[src/rtl/ram_arb_pkg.sv]
// ram_arb_pkg: requester ids and read-return tag shared by the RAM arbiter
package ram_arb_pkg;
    typedef logic req_id_t;
    localparam req_id_t REQ_A = 1'b0;
    localparam req_id_t REQ_B = 1'b1;
    typedef struct packed {
        logic    valid;
        req_id_t id;
    } rd_tag_t;
endpackage

[src/rtl/rr_arb_2.sv]
// rr_arb_2: two-way grant logic, round-robin by default or fixed A-priority
// when RAM_ARB_FIXED_PRIO_EN is defined
module rr_arb_2
    import ram_arb_pkg::*;
(
    input  logic i_Clk,
    input  logic i_Rst,
    input  logic i_A_Req,
    input  logic i_B_Req,
    output logic o_A_Grant,
    output logic o_B_Grant
);
`ifdef RAM_ARB_FIXED_PRIO_EN
    always_comb begin
        o_A_Grant = ~i_Rst & i_A_Req;
        o_B_Grant = ~i_Rst & i_B_Req & ~i_A_Req;
    end
`else
    req_id_t r_Last;
    // on a tie the requester that was not granted last wins
    always_comb begin
        o_A_Grant = ~i_Rst & i_A_Req & (~i_B_Req | (r_Last == REQ_B));
        o_B_Grant = ~i_Rst & i_B_Req & (~i_A_Req | (r_Last == REQ_A));
    end
    always_ff @(posedge i_Clk) begin
        if (i_Rst)
            r_Last <= REQ_B;
        else if (o_A_Grant)
            r_Last <= REQ_A;
        else if (o_B_Grant)
            r_Last <= REQ_B;
    end
`endif
endmodule

[src/rtl/ram_1port_arbiter.sv]
// ram_1port_arbiter: shares a single-port RAM between requesters A and B
// Optional RAM_ARB_FIXED_PRIO_EN selects fixed A-priority arbitration
module ram_1port_arbiter
    import ram_arb_pkg::*;
#(
    parameter int WIDTH = 16,
    parameter int DEPTH = 256,
    localparam int AW = $clog2(DEPTH)
) (
    input  logic             i_Clk,
    input  logic             i_Rst,
    input  logic             i_A_Req,
    input  logic             i_A_Wr,
    input  logic [AW-1:0]    i_A_Addr,
    input  logic [WIDTH-1:0] i_A_Wr_Data,
    output logic             o_A_Ready,
    output logic             o_A_Rd_DV,
    output logic [WIDTH-1:0] o_A_Rd_Data,
    input  logic             i_B_Req,
    input  logic             i_B_Wr,
    input  logic [AW-1:0]    i_B_Addr,
    input  logic [WIDTH-1:0] i_B_Wr_Data,
    output logic             o_B_Ready,
    output logic             o_B_Rd_DV,
    output logic [WIDTH-1:0] o_B_Rd_Data,
    output logic [AW-1:0]    o_Ram_Addr,
    output logic             o_Ram_Wr_DV,
    output logic [WIDTH-1:0] o_Ram_Wr_Data,
    output logic             o_Ram_Rd_En,
    input  logic             i_Ram_Rd_DV,
    input  logic [WIDTH-1:0] i_Ram_Rd_Data
);
    logic    w_A_Grant, w_B_Grant, w_Accept, w_Wr;
    logic    r_Wr_DV, r_Rd_En;
    req_id_t r_Cmd_Id;
    rd_tag_t r_Tag;

    rr_arb_2 u_arb (
        .i_Clk     (i_Clk),
        .i_Rst     (i_Rst),
        .i_A_Req   (i_A_Req),
        .i_B_Req   (i_B_Req),
        .o_A_Grant (w_A_Grant),
        .o_B_Grant (w_B_Grant)
    );

    // strobes are masked by reset so a command already on the port is cancelled
    always_comb begin
        w_Accept      = w_A_Grant | w_B_Grant;
        w_Wr          = w_B_Grant ? i_B_Wr : i_A_Wr;
        o_A_Ready     = w_A_Grant;
        o_B_Ready     = w_B_Grant;
        o_Ram_Wr_DV   = r_Wr_DV & ~i_Rst;
        o_Ram_Rd_En   = r_Rd_En & ~i_Rst;
        o_A_Rd_DV     = i_Ram_Rd_DV & r_Tag.valid & (r_Tag.id == REQ_A);
        o_B_Rd_DV     = i_Ram_Rd_DV & r_Tag.valid & (r_Tag.id == REQ_B);
        o_A_Rd_Data   = i_Ram_Rd_Data;
        o_B_Rd_Data   = i_Ram_Rd_Data;
    end

    // the tag trails the port stage by one cycle to line up with RAM read data
    always_ff @(posedge i_Clk) begin
        if (i_Rst) begin
            r_Wr_DV       <= 1'b0;
            r_Rd_En       <= 1'b0;
            r_Cmd_Id      <= REQ_A;
            r_Tag         <= '0;
            o_Ram_Addr    <= '0;
            o_Ram_Wr_Data <= '0;
        end else begin
            r_Wr_DV <= w_Accept & w_Wr;
            r_Rd_En <= w_Accept & ~w_Wr;
            r_Tag   <= '{valid: r_Rd_En, id: r_Cmd_Id};
            if (w_Accept) begin
                r_Cmd_Id      <= w_B_Grant ? REQ_B : REQ_A;
                o_Ram_Addr    <= w_B_Grant ? i_B_Addr : i_A_Addr;
                o_Ram_Wr_Data <= w_B_Grant ? i_B_Wr_Data : i_A_Wr_Data;
            end
        end
    end
endmodule

[config.mk]
export PLATFORM = sky130hd
export DESIGN_NAME = ram_1port_arbiter
export DESIGN_NICKNAME = d
export VERILOG_FILES = /design/src/rtl/ram_arb_pkg.sv /design/src/rtl/rr_arb_2.sv /design/src/rtl/ram_1port_arbiter.sv
export SDC_FILE = /design/constraint.sdc
export NUM_CORES = 1
export LEC_CHECK = 0
export ABC_AREA = 1
export CAP_MARGIN = 15
export CORE_MARGIN = 8
export CORE_UTILIZATION = 34
export CTS_BUF_LIST = sky130_fd_sc_hd__clkbuf_16
export CTS_CLUSTER_SIZE = 28
export DETAILED_ROUTE_END_ITERATION = 7
export GPL_TIMING_DRIVEN = 0
export PLACE_DENSITY = 0.79
export SLEW_MARGIN = 40
export SYNTH_ARGS = -nofsm -noshare
export SYNTH_HDL_FRONTEND = slang
export SYNTH_HIERARCHICAL = 1
export SYNTH_SLANG_ARGS = --single-unit
[constraint.sdc]
create_clock -name i_Clk -period 1.3 [get_ports i_Clk]
set_input_delay 0.26 -clock i_Clk [delete_from_list [all_inputs] [get_ports i_Clk]]
set_output_delay 0.26 -clock i_Clk [all_outputs]
set_load 0.05 [all_outputs]
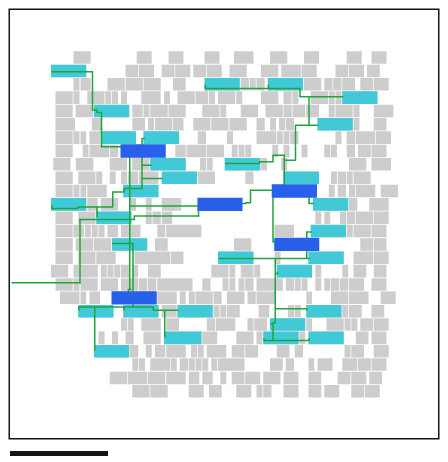
(images/clk_routes.png)
Scale bar: 20 microns.
- flip-flops: cyan (count 30)
- clock wires: green (length 401 microns)
- clock drivers: blue (count 5)
- routed clock nets: 6

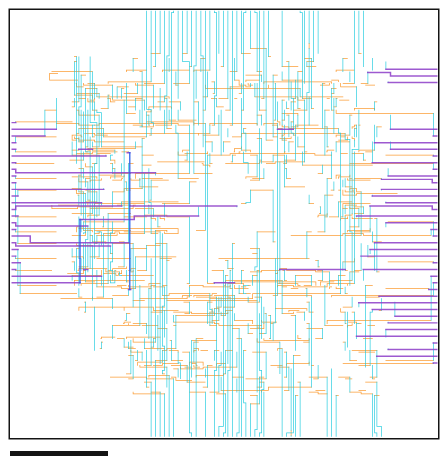
(images/wires.png)
Scale bar: 20 microns.
- metal 3: purple (wire length 652 microns)
- metal 2: cyan (wire length 3,110 microns)
- metal 1: orange (wire length 2,130 microns)
- metal 4: blue (wire length 40.8 microns)

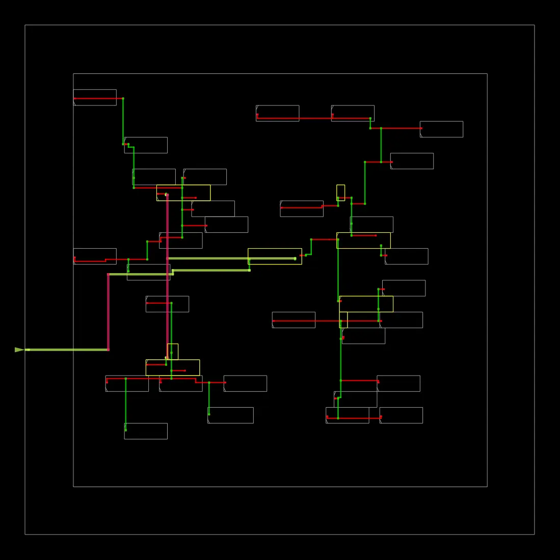
(images/clocks.png)
Num Clock Sinks: 30
Clock Skew: 0.003992 ns
clock network power: 0.00107 W

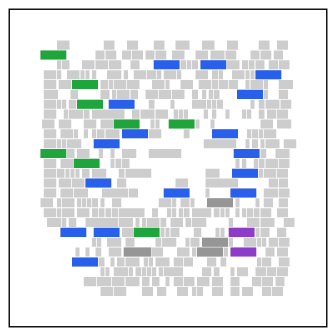
(images/flops_by_reg.png)
- r_Tag: purple (flops 2)
- o_Ram_Addr: green (flops 8)
- o_Ram_Wr_Data: blue (flops 16)

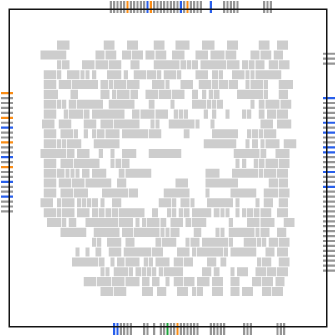
(images/io_placement.png)
Pins as bars across the die edge, other pins in grey.
- o_Ram_Addr: orange (pins 8; direction output; edge 4 left, 3 top, 1 bottom)
- o_B_Ready: green (pins 1; direction output; edge bottom)
- o_Ram_Wr_Data: blue (pins 16; direction output; edge 7 right, 4 left, 3 top, 2 bottom)

==> summary.txt <==
yosys + openroad results -> share of cells above drive strength 1=0.3333, Seq area share=0.1842, Seq share, synth=0.3483, Adder Area Share=0, placed cell count=438, non-filler cells, final=451, Final Cycle Share=0.9869, Mapped Nets=323, Top-Level Pins=133, sequential fraction of design power=0.316, yosys synthesis chip area=0.001724 sq mm, Synth Area in XOR/XNOR=0, MaxCap Viol Count=0, WL final=5934 microns, combinational share of power=0.351, tool warnings=28, Max-area cell share=0.3483, clk cell area share=0.04211, Yosys top cell by instances=nand2_1, largest reg by FF count=o_Ram_Wr_Data, Mux area share=0, M1 GR Usage=0.1392, Clk pin slew, worst setup/hold paths=0.05 ns, Worst VDD drop=0.7740 mV, min Tclk post-route=1.283 ns, RSZ-0062 raised after global routing=yes, GR Util All Layers=0.1483, largest registers=o_Ram_Wr_Data (16), o_Ram_Addr (8), r_Tag (2), Clock buffer cells=5, Crit. End Element=output port, Buf/Inv on CP=2, Final Hold Viols=0, Net Sw Frac=0.3331, signal buffers share of area=0.4728, worst-skew pair later-pin latency=0.27 ns, Cells after Synth=252, Die Ht=87.21 microns, Post-Syn Area=0.001724 sq mm, final setup fails=0, Post-synth regs=30, critical path class=flop to output port, Top pwr grp=combinational cells, post-layout util=0.6523, top_reg_cell synth=dfxtp_1, Pint=0.002137 W, status=complete, no violations, startpoint types=flop, Net Sw Power=0.001067 W, Yosys warnings=6, busiest metal layer after global routing=met2, Largest register FFs=16, Tightest Pin Transition=0.4968 ns, Basic Gates by Area=0.3708, Initial DRC Count=62, pin count of the biggest net entering global routing=11, FP Util=0.3442, Comb. pwr=0.00113 W, Post-CTS Setup Inserts=2, TritonCTS clock tree=built, Overflow after GRT=0, bufs w/o clock=165, Post-synth EDFFs=0, Yosys cell types=17, hold crit path type=input port to flop, Top class by area=non-clock buffers, Logic Gate Count=143, Wirelength per Cell=13.16 microns, CP Data Arrival Time=1.02 ns, area grow syn2layout=89.55%, Post-synth ARST share=0, Via density=4.404, PD cells=980.3 mW/mm^2, TritonRoute pass-1 iters=4, Die X=87.21 microns, Top Metal Used=met4, hold_buf cts=0, yosys cell count=252, vias in the first global route=1,971, WL met2=3114 microns, IO buf count=116, logic share of the area=0.2324, met3 Use GR=0.06509, met1 wire length=2126 microns, cts bufs inserted=5, flop count=30
==> cells in the final DEF, fill, tap and decap left out, types with 3 or more instances in the layout <==
master / count
clkdlybuf4s50_1: 50
inv_1: 31
clkbuf_4: 3
dfxtp_1: 29
buf_6: 6
nand3_2: 17
buf_2: 5
dlygate4sd2_1: 35
nand2_1: 66
nor2_1: 7
buf_4: 38
nand3_1: 32
clkbuf_16: 5
nand2_2: 15
clkdlybuf4s15_2: 22
inv_2: 4
==> worst paths after layout <==
path	startpoint	depth (start not counted)	end	slack [ns]
worst max-delay path	u_arb/r_Last	4	o_B_Ready	0.02
worst min-delay path	i_Rst	2	r_Cmd_Id	0.28
worst max register to register	u_arb/r_Last	11	o_Ram_Addr[0]	0.04
worst min register to register	r_Cmd_Id	2	r_Tag[0]	0.42
Power figures rest on the tool's default switching activity, not on a simulated workload.
